[config.mk]
export PLATFORM = sky130hd
export DESIGN_NAME = tmds_encoder_pipelined
export DESIGN_NICKNAME = d
export VERILOG_FILES = /design/src/rtl/tmds_encoder_pipelined.sv
export SDC_FILE = /design/constraint.sdc
export NUM_CORES = 1
export LEC_CHECK = 0
export ABC_CLOCK_PERIOD_IN_PS = 10200
export CORE_UTILIZATION = 30
export CTS_BUF_LIST = sky130_fd_sc_hd__clkbuf_4 sky130_fd_sc_hd__clkbuf_8 sky130_fd_sc_hd__clkbuf_16
export DETAILED_ROUTE_END_ITERATION = 8
export GPL_TIMING_DRIVEN = 0
export PLACE_DENSITY = 0.56
export SLEW_MARGIN = 0
export SYNTH_ARGS = -nofsm -noshare
export SYNTH_HDL_FRONTEND = slang
export SYNTH_SLANG_ARGS = --single-unit
[constraint.sdc]
create_clock -name clk_pixel -period 10.2 [get_ports clk_pixel]
set_input_delay 3.06 -clock clk_pixel [delete_from_list [all_inputs] [get_ports clk_pixel]]
set_output_delay 3.06 -clock clk_pixel [all_outputs]
set_load 0.02 [all_outputs]
[src/rtl/tmds_encoder_pipelined.sv]
// rtl/tmds_encoder_pipelined.sv - DVI TMDS 8b/10b encoder for one colour lane, two register stages
// Stage 1 does transition minimisation; stage 2 does DC balancing against the running disparity.
module tmds_encoder_pipelined #(
   parameter int C_disparity_bits = 5
) (
   input  logic                               clk_pixel,
   input  logic                               reset,
   input  logic [7:0]                         in_data,
   input  logic [1:0]                         in_c,
   input  logic                               in_blank,
   output logic [9:0]                         out_tmds,
   output logic signed [C_disparity_bits-1:0] out_disparity
);

   localparam int W = C_disparity_bits;
   localparam logic signed [W-1:0] C_zero  = '0;
   localparam logic signed [W-1:0] C_two   = W'(2);
   localparam logic signed [W-1:0] C_eight = W'(8);

   logic [3:0] n1d;
   logic       use_xnor;
   logic [8:0] q_m;
   logic [3:0] n1q;

   always_comb begin
      n1d = 4'd0;
      for (int i = 0; i < 8; i++) begin
         n1d = n1d + {3'd0, in_data[i]};
      end
      use_xnor = (n1d > 4'd4) || ((n1d == 4'd4) && !in_data[0]);
      q_m      = 9'd0;
      q_m[0]   = in_data[0];
      for (int i = 1; i < 8; i++) begin
         q_m[i] = use_xnor ? ~(q_m[i-1] ^ in_data[i]) : (q_m[i-1] ^ in_data[i]);
      end
      q_m[8] = ~use_xnor;
      n1q    = 4'd0;
      for (int i = 0; i < 8; i++) begin
         n1q = n1q + {3'd0, q_m[i]};
      end
   end

   logic [8:0] s1_qm;
   logic [3:0] s1_n1q;
   logic       s1_blank;
   logic [1:0] s1_c;

   always_ff @(posedge clk_pixel) begin
      if (reset) begin
         s1_qm    <= 9'd0;
         s1_n1q   <= 4'd0;
         s1_blank <= 1'b1;
         s1_c     <= 2'b00;
      end else begin
         s1_qm    <= q_m;
         s1_n1q   <= n1q;
         s1_blank <= in_blank;
         s1_c     <= in_c;
      end
   end

   // ones_minus_zeros = N1q - N0q = 2*N1q - 8
   logic signed [W-1:0] ones_minus_zeros;
   logic signed [W-1:0] cnt_next;
   logic [9:0]          tmds_next;

   assign ones_minus_zeros = $signed(W'({s1_n1q, 1'b0})) - C_eight;

   always_comb begin
      tmds_next = 10'h354;
      cnt_next  = C_zero;
      if (s1_blank) begin
         case (s1_c)
            2'b00:   tmds_next = 10'h354;
            2'b01:   tmds_next = 10'h0AB;
            2'b10:   tmds_next = 10'h154;
            default: tmds_next = 10'h2AB;
         endcase
         cnt_next = C_zero;
      end else if ((out_disparity == C_zero) || (s1_n1q == 4'd4)) begin
         tmds_next = {~s1_qm[8], s1_qm[8], s1_qm[8] ? s1_qm[7:0] : ~s1_qm[7:0]};
         cnt_next  = s1_qm[8] ? (out_disparity + ones_minus_zeros)
                              : (out_disparity - ones_minus_zeros);
      end else if (((out_disparity > C_zero) && (s1_n1q > 4'd4)) ||
                   ((out_disparity < C_zero) && (s1_n1q < 4'd4))) begin
         tmds_next = {1'b1, s1_qm[8], ~s1_qm[7:0]};
         cnt_next  = out_disparity + (s1_qm[8] ? C_two : C_zero) - ones_minus_zeros;
      end else begin
         tmds_next = {1'b0, s1_qm[8], s1_qm[7:0]};
         cnt_next  = out_disparity - (s1_qm[8] ? C_zero : C_two) + ones_minus_zeros;
      end
   end

   // The output disparity register doubles as the running counter.
   always_ff @(posedge clk_pixel) begin
      if (reset) begin
         out_tmds      <= 10'h354;
         out_disparity <= C_zero;
      end else begin
         out_tmds      <= tmds_next;
         out_disparity <= cnt_next;
      end
   end

endmodule

Run 1, cell density map:
Bar = 20 um. 9 x 9 tiles, from dark blue (low) to red (high), 0 to 100% covered.
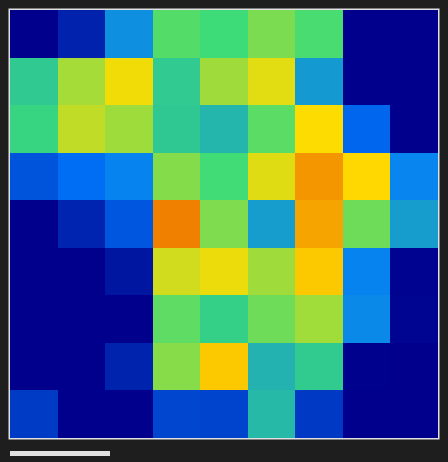
densest ninth of the die	middle
emptiest ninth of the die	bottom left
nearly empty tiles	27%

Run 1, signal metal coverage by tile:
Bar = 20 um. 17 x 17 tiles, from dark blue (low) to red (high), scaled to the fullest tile. Values are wire area over tile area, all layers added.
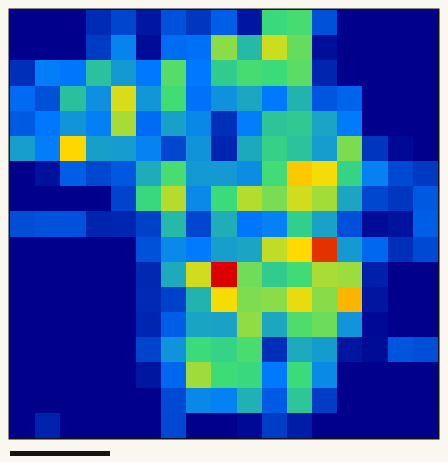
tiles over half the peak	14%
densest ninth of the die	middle
mean over tiles	0.077
emptiest ninth of the die	bottom left
fullest tile	0.35
nearly empty tiles	33%

Run 1, cell classes on the final placement:
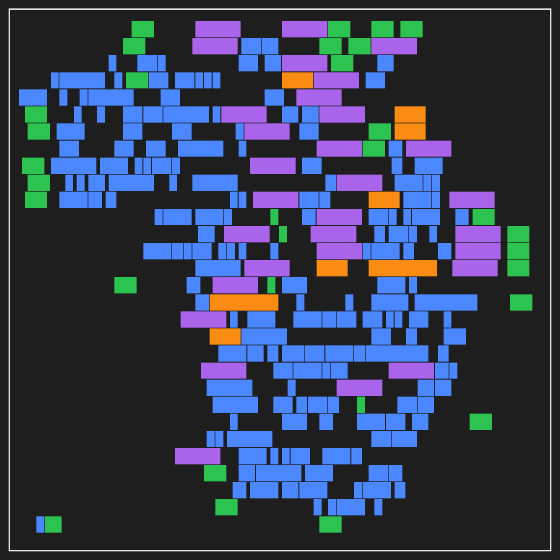
color	class	cells	share of their area
green	other buffers and delay cells	31	11%
purple	flops	30	24%
blue	combinational and other logic	181	59%
orange	clock drivers and dummy loads	8	5.7%

==> flow_results.org, run 1 <==
#+TITLE: Flow metrics

** Routing
- Vias :: 1450
- Post-detailed-route DRC marker count :: 0
- Violation count after the first detailed-route iteration :: 48
- After detailed routing, the number of vias per cell comes to 4.19.
- Per the post-route antenna check, the number of violating nets is 0.
- Summed over all layers, the routed wires come to 3.72 mm.
- TritonRoute output was used to compute an average wire per cell of 10.8 um.

** CTS
- CTS tree :: yes
- TritonCTS sink count :: 30
- Clk buf depth :: 2
- For reference, the clock transition at the flip-flops on the worst setup and hold paths is 0.07 ns.
- The skew report gives the latency at the later pin of the worst-skew pair as 0.28 ns.
- Post-CTS Setup Bufs :: 0
- Post-CTS repair ended up resizing 0 cells.
- The number of hold buffers added after CTS was 0.
- In this run the number of H-tree levels came out at 2.

** Final layout
- Core Util, Final :: 38.9%
- The top cell type in the final layout, fill and taps aside, is sky130_fd_sc_hd__inv_1.
- Tally of non-filler cells in the final layout :: 346
- With fillers left out, the area of the finished cells amounts to 2640 sq um.
- Ranking logic cells in the layout by count gives the top entries sky130_fd_sc_hd__inv_1 (35), sky130_fd_sc_hd__dfxtp_1 (30), sky130_fd_sc_hd__ha_1 (26), sky130_fd_sc_hd__clkdlybuf4s50_1 (26), sky130_fd_sc_hd__xnor2_1 (23).
- Relative to the synthesized area, the layout overhead comes to 24.7%.
- Antenna cells :: 0

** Yosys
- The number of nets handed over by synthesis was 268.
- Post-Syn Instances :: 216
- The mapped netlist covers 2120 sq um.
- For this run, the number of Yosys warnings is 0.
- Counting flops with a built-in enable in the synthesized netlist gives 0.
- After synthesis, the mean cell area works out to 9.80 sq um.
- The synth_stat.txt file lists the number of cells as 216.
- Fraction of registers with async set/reset :: 0%
- #FFs+latches synth :: 30
- Dominant register cell :: sky130_fd_sc_hd__dfxtp_1

** STA
- The end-of-flow timing check tallies setup violations at 0.
- Worst clock skew :: 0.00734 ns
- Total count of hold-check failures in the final report :: 0
- Fraction of the cycle the final worst path needs :: 87.0%
- The highest clock rate this design can be run at is 113 MHz.
- Looking at the max-slew report, the worst-margin pin has a slew of 0.521 ns.

** Setup path
- The OpenROAD report gives the critical path a required time of 10.36 ns.
- Cell seen most often among critical-path stages :: sky130_fd_sc_hd__fa_1
- Worst EP arrival :: 9.03 ns
- Slowest cell on the critical path :: sky130_fd_sc_hd__fa_1
- Launching instance or port of the critical path :: in_data[0]
- STA classifies the critical path endpoint as a register.
- Looking at the critical path, the highest net fanout was 4.
- Startpoint of the most critical register-to-register path :: s1_qm[8]
- Slowest stage delay, CP :: 0.56 ns

** GRT
- The via count of the first global-routing pass is 1369.
- Number of antenna violations at the first check in global routing :: 0
- Global routing consumed, over all layers together, 11.1% of the routing resources.
- Maximum number of pins on one net before global-route repair :: 11

** Floorplanning
- # rows :: 30
- The share of the core area taken by cells at floorplan is 31.2%.
- According to the floorplan report, the placeable core area is 6790 sq um.
- Io pins :: 28
- The die is 86.0 um wide.
- The floorplan step set the die height to 86.0 um.

** Placement
- The detailed placer reported the number of placed instances as 338.
- Final HPWL DP :: 3.03 mm
- The placement report lists the number of port buffers as 26.

** Min path
- Along the worst hold path, the cell count comes to 2.
- For the worst min-delay path, the startpoint reported by OpenROAD is s1_qm[6].

** Power and ir drop
- Reported net switching power :: 339 uW
- Seq pwr share :: 19.4%
- Leak :: 1.17 nW
- Clk network pwr share :: 17.8%
- Combinational logic is responsible for 62.8% of the overall power.
- Looking at the VDD voltage map, the peak drop is 83.8 uV.

** Flow run
- Tally of OpenROAD warnings :: 36

** Outcome
- Result of the run :: finished, final reports clean
## run 1: layout make-up
type                            instances  area, sq um
Buffer                                  5         22.5
Clock buffer                            6         82.6
Tap cell                               96          120
Clock inverter                          2         60.1
Fill cell                             664         4150
Inverter                               35          131
Timing Repair Buffer                   26          260
Sequential cell                        30          601
Multi-Input combinational cell        146         1360
## run 1: cell families (layout without fill, tap and decap cells)
| family | count (synthesis) | count (layout) | synth area share [%] |
|---|---|---|---|
| and+or+nand+nor | 36 | 36 | 8.39 |
| AOI/OAI and AO/OA | 34 | 34 | 12.5 |
| buffers and inverters | 40 | 74 | 7.27 |
| muxes | 4 | 4 | 2.01 |
| other | 1 | 1 | 0.177 |
| xor gates and xnor gates | 32 | 32 | 13.6 |
| DFF | 30 | 30 | 28.4 |
| adders and majority gates | 39 | 39 | 27.7 |
## run 1: cell usage after synthesis, types with 2 or more instances
library cell               number  area share (%)
sky130_fd_sc_hd__a21oi_1        8             1.9
sky130_fd_sc_hd__fa_1          13              12
sky130_fd_sc_hd__dfxtp_1       30              28
sky130_fd_sc_hd__inv_1         35             6.2
sky130_fd_sc_hd__xnor2_1       23             9.5
sky130_fd_sc_hd__mux2_2         2             1.1
sky130_fd_sc_hd__nand2_1        3            0.53
sky130_fd_sc_hd__a31oi_1        2            0.59
sky130_fd_sc_hd__xor2_1         8             3.3
sky130_fd_sc_hd__nor2_1        18             3.2
sky130_fd_sc_hd__clkbuf_1       4            0.71
sky130_fd_sc_hd__nor3b_1        2            0.71
sky130_fd_sc_hd__a21o_1         2            0.71
sky130_fd_sc_hd__mux2i_1        2            0.95
sky130_fd_sc_hd__nor2b_1        5             1.5
sky130_fd_sc_hd__ha_1          26              15
sky130_fd_sc_hd__o21ai_0        6             1.4
sky130_fd_sc_hd__a21boi_0       6             2.1
sky130_fd_sc_hd__or3_1          2            0.59
## run 1: power by group through the flow
stage	clock (mW)	sequential [mW]	combinational, mW
after global placement	0	0.166	0.530
after detailed placement	0	0.167	0.536
after floorplan	0	0.173	0.420
after global routing	0.159	0.167	0.605
final	0.150	0.163	0.529
after CTS	0.153	0.164	0.539
## run 1: per-layer routing
| metal | wire (um) | global-route usage (%) | vias to the layer above |
|---|---|---|---|
| met4 | 48 | 5.00 | 0 |
| met2 | 1810 | 18.3 | 20 |
| li1 | - | - | 747 |
| met1 | 1750 | 13.9 | 679 |
| met5 | 0 | 0 | - |
| met3 | 112 | 2.31 | 4 |
## run 1: metrics by stage
stage                     hold slack [ns]  power (mW)  setup slack (ns)
final                               0.529       0.841              1.33
after global routing                0.551       0.931             0.902
after CTS                           0.533       0.857              1.27
after detailed placement            0.522       0.703             0.967
after global placement              0.522       0.697              1.00
after floorplan                     0.504       0.592              1.88
## run 1: critical path, delay by kind of cell
family	cells	cell delay [ns]
fa+ha+maj	10	4.14
buf+inv	5	0.80
xor+xnor	2	0.50
compound gates	1	0.41
simple gates	2	0.11
## run 1: sequential cells by signal (all words and copies together) (netlist names)
name           flops
s1_blank           1
out_tmds          10
s1_qm              9
s1_n1q             4
s1_c               2
out_disparity      4
==> run 1 -> run 2 <==
Settings changed: CTS_BUF_LIST sky130_fd_sc_hd__clkbuf_4 sky130_fd_sc_hd__clkbuf_8 sky130_fd_sc_hd__clkbuf_16 to not set, HOLD_SLACK_MARGIN set to 0.06.
Run 2, signal metal coverage by tile:
Bar = 20 um. 17 x 17 tiles, from dark blue (low) to red (high), scaled to the fullest tile. Values are wire area over tile area, all layers added.
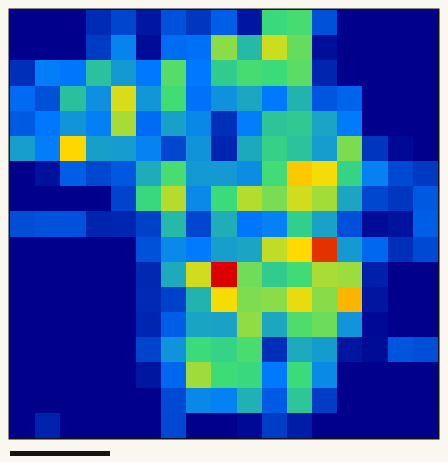
mean over tiles	0.077
emptiest ninth of the die	bottom left
fullest tile	0.35
densest ninth of the die	middle

==> run 2 against run 1 <==
Compared with the run above:
- worst hold slack did not move
- non-clock buffer count is the same
- total power unchanged
- fmax unchanged
- routed wire length stayed put
- final area is the same
- critical path type unchanged
==> flow_results.org, run 2 <==
#+TITLE: Flow metrics

** Outcome
- Result of the run :: finished, final reports clean (unchanged)

** Floorplanning
- The pre-placement core utilization came to 31.2% (unchanged).
- The placement row count was 30 (unchanged).
- The y dimension of the die was 86.0 um (unchanged).
- The core box area was 6790 sq um (unchanged).

** Setup path
- Required arrival time at the worst endpoint :: 10.36 ns (about the same)
- Slowest cell on the critical path :: sky130_fd_sc_hd__fa_1 (unchanged)
- The largest incremental delay on the critical path was 0.56 ns (about the same).
- The endpoint arrival time on the critical path came to 9.03 ns (about the same).
- The count of buffer and inverter cells on the critical path came to 5 (unchanged).
- The largest driver fanout on the critical path came to 4 (unchanged).
- Dominant delay contributor by cell family on the critical path :: adder cells (unchanged)
- The critical path capture point type is a register (unchanged).
- The most repeated library cell on the critical path is sky130_fd_sc_hd__fa_1 (unchanged).

** CTS
- The clock sink count came to 30 (unchanged).
- Post-cts resize count :: 0 (unchanged)
- The number of buffers inserted to repair setup after CTS was 0 (unchanged).
- Clk buf depth :: 2 (unchanged)
- CTS tree :: yes (unchanged)
- The clock-pin slew on the worst setup and hold paths is 0.07 ns (about the same).
- The number of levels in the clock H-tree came to 2 (unchanged).

** Yosys
- #FFs+latches synth :: 30 (unchanged)
- Fraction of registers with async set/reset :: 0% (unchanged)
- Leading post-synthesis cells by instance count :: sky130_fd_sc_hd__inv_1 (35), sky130_fd_sc_hd__dfxtp_1 (30), sky130_fd_sc_hd__ha_1 (26), sky130_fd_sc_hd__xnor2_1 (23), sky130_fd_sc_hd__nor2_1 (18) (unchanged)
- The number of cell instances after yosys synthesis is 216 (unchanged).
- The post-synthesis cell type with the largest combined area is sky130_fd_sc_hd__dfxtp_1 (unchanged).
- Post-Syn Instances :: 216 (unchanged)
- Most popular library cell in the synthesized design by count :: sky130_fd_sc_hd__inv_1 (unchanged)
- The Yosys warning count came to 0 (unchanged).
- Main area contributors: sky130_fd_sc_hd__dfxtp_1 (28%), sky130_fd_sc_hd__ha_1 (15%), sky130_fd_sc_hd__fa_1 (12%) (unchanged).
- The number of flops mapped to enable cells by yosys came to 0 (unchanged).

** Placement
- Number of buffers inserted by port buffering :: 26 (unchanged)
- The HPWL after detailed placement was 3.03 mm (unchanged).
- The placed instance count was 338 (unchanged).

** Final layout
- Largest regs :: out_tmds: 10 flops, s1_qm: 9 flops (unchanged)
- The post-layout instance area was 2640 sq um (unchanged).
- Tally of non-filler cells in the final layout :: 346 (unchanged)
- Antenna cells :: 0 (unchanged)
- The tally of filler cells in the layout was 664 (unchanged).
- The most flop-heavy register is out_tmds (unchanged).
- Area delta synth->final :: 24.7% (unchanged)
- The most frequent logic cell in the layout is sky130_fd_sc_hd__inv_1 (unchanged).

** GRT
- Via count of the first global-routing pass :: 1369 (unchanged)
- Number of antenna violations at the first check in global routing :: 0 (unchanged)
- The pin count of the biggest net entering global routing is 11 (unchanged).
- The overall global routing resource usage was 11.1% (unchanged).

** STA
- The hold violation count in the final report was 0 (unchanged).
- The setup skew after layout was 0.00734 ns (unchanged).
- Fraction of the cycle the final worst path needs :: 87.0% (unchanged)
- The final number of setup-violating endpoints came to 0 (unchanged).

** Routing
- The post-detailed-route DRC marker count was 0 (unchanged).
- The DRC marker count from the first detailed-route iteration came to 48 (unchanged).
- Detailed-route vias per instance :: 4.19 (unchanged)
- The wire length reported by the detailed router is 3.72 mm (unchanged).
- The remaining antenna violation count was 0 (unchanged).

** Power and ir drop
- The highest ir drop seen on vdd was 83.8 uV (unchanged).
- Leak :: 1.17 nW (unchanged)
Run 2, track usage over the die:
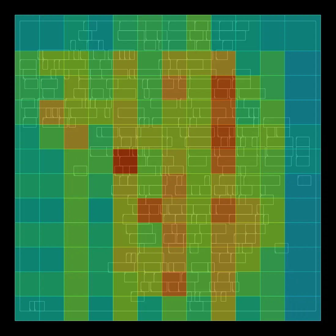
Core Util, Final: 38.9%
GR met3 Demand/Resource: 2.31%
detail-routed net length per standard cell: 10.8 um

==> run 2: layout make-up <==
cell class | instances | area, sq um | area share [%]
inverters | 35 | 131 | 4.98
clock inverters | 2 | 60.1 | 2.27
multi-input cells | 146 | 1360 | 51.6
clock buffers | 6 | 82.6 | 3.13
plain buffers | 5 | 22.5 | 0.853
repair buffers | 26 | 260 | 9.86
well taps | 96 | 120 | 4.55
flip-flops and latches | 30 | 601 | 22.7
==> run 2: routing by layer <==
metal | vias up | part of all wire [%] | track usage (%) | routed length, um
li1 | 747 | - | - | -
met1 | 679 | 47 | 13.9 | 1750
met2 | 20 | 49 | 18.3 | 1810
met3 | 4 | 3.0 | 2.31 | 112
met4 | 0 | 1.3 | 5.00 | 48
met5 | - | 0 | 0 | 0
==> run 2: through the flow <==
step	setup WS (ns)	hold WS, ns
floorplan	1.88	0.504
global placement	1.00	0.522
detailed placement	0.967	0.522
CTS	1.27	0.533
global route	0.902	0.551
finish	1.33	0.529
==> run 2: final timing paths <==
kind / startpoint / endpoint / slack [ns] / cells after the start
worst max register to register: s1_qm[8] / out_disparity[4] / 7.47 / 9
worst min-delay path: s1_qm[6] / out_tmds[6] / 0.53 / 2
worst min register to register: s1_qm[6] / out_tmds[6] / 0.53 / 2
worst max-delay path: in_data[0] / s1_n1q[2] / 1.33 / 20
==> run 2: cells by family (layout without fill, tap and decap cells) <==
family / Yosys count / count (layout) / synth area share (%)
AND-OR/OR-AND: 34 / 34 / 12.5
XOR/XNOR: 32 / 32 / 13.6
adder cells (fa/ha/maj): 39 / 39 / 27.7
buffers and inverters: 40 / 74 / 7.27
flip-flops: 30 / 30 / 28.4
multiplexers: 4 / 4 / 2.01
other: 1 / 1 / 0.177
AND/OR/NAND/NOR: 36 / 36 / 8.39
==> run 2: power breakdown <==
| group | leakage (nW) | internal [mW] | switching [mW] |
|---|---|---|---|
| clock | 0.0714 | 0.104 | 0.0453 |
| sequential | 0.249 | 0.144 | 0.0187 |
| combinational | 0.845 | 0.254 | 0.275 |
| total | 1.17 | 0.502 | 0.339 |
==> run 2: worst reg2reg max path: stages (launching register included) <==
cell and delay, ns:
sky130_fd_sc_hd__dfxtp_1 0.45, sky130_fd_sc_hd__inv_1 0.18, sky130_fd_sc_hd__fa_1 0.41, sky130_fd_sc_hd__inv_1 0.11, sky130_fd_sc_hd__ha_1 0.23, sky130_fd_sc_hd__nor2b_1 0.13, sky130_fd_sc_hd__o21a_1 0.19, sky130_fd_sc_hd__or3_1 0.35
sky130_fd_sc_hd__a32o_2 0.29, sky130_fd_sc_hd__a2111oi_4 0.30
Power figures rest on the tool's default switching activity, not on a simulated workload.
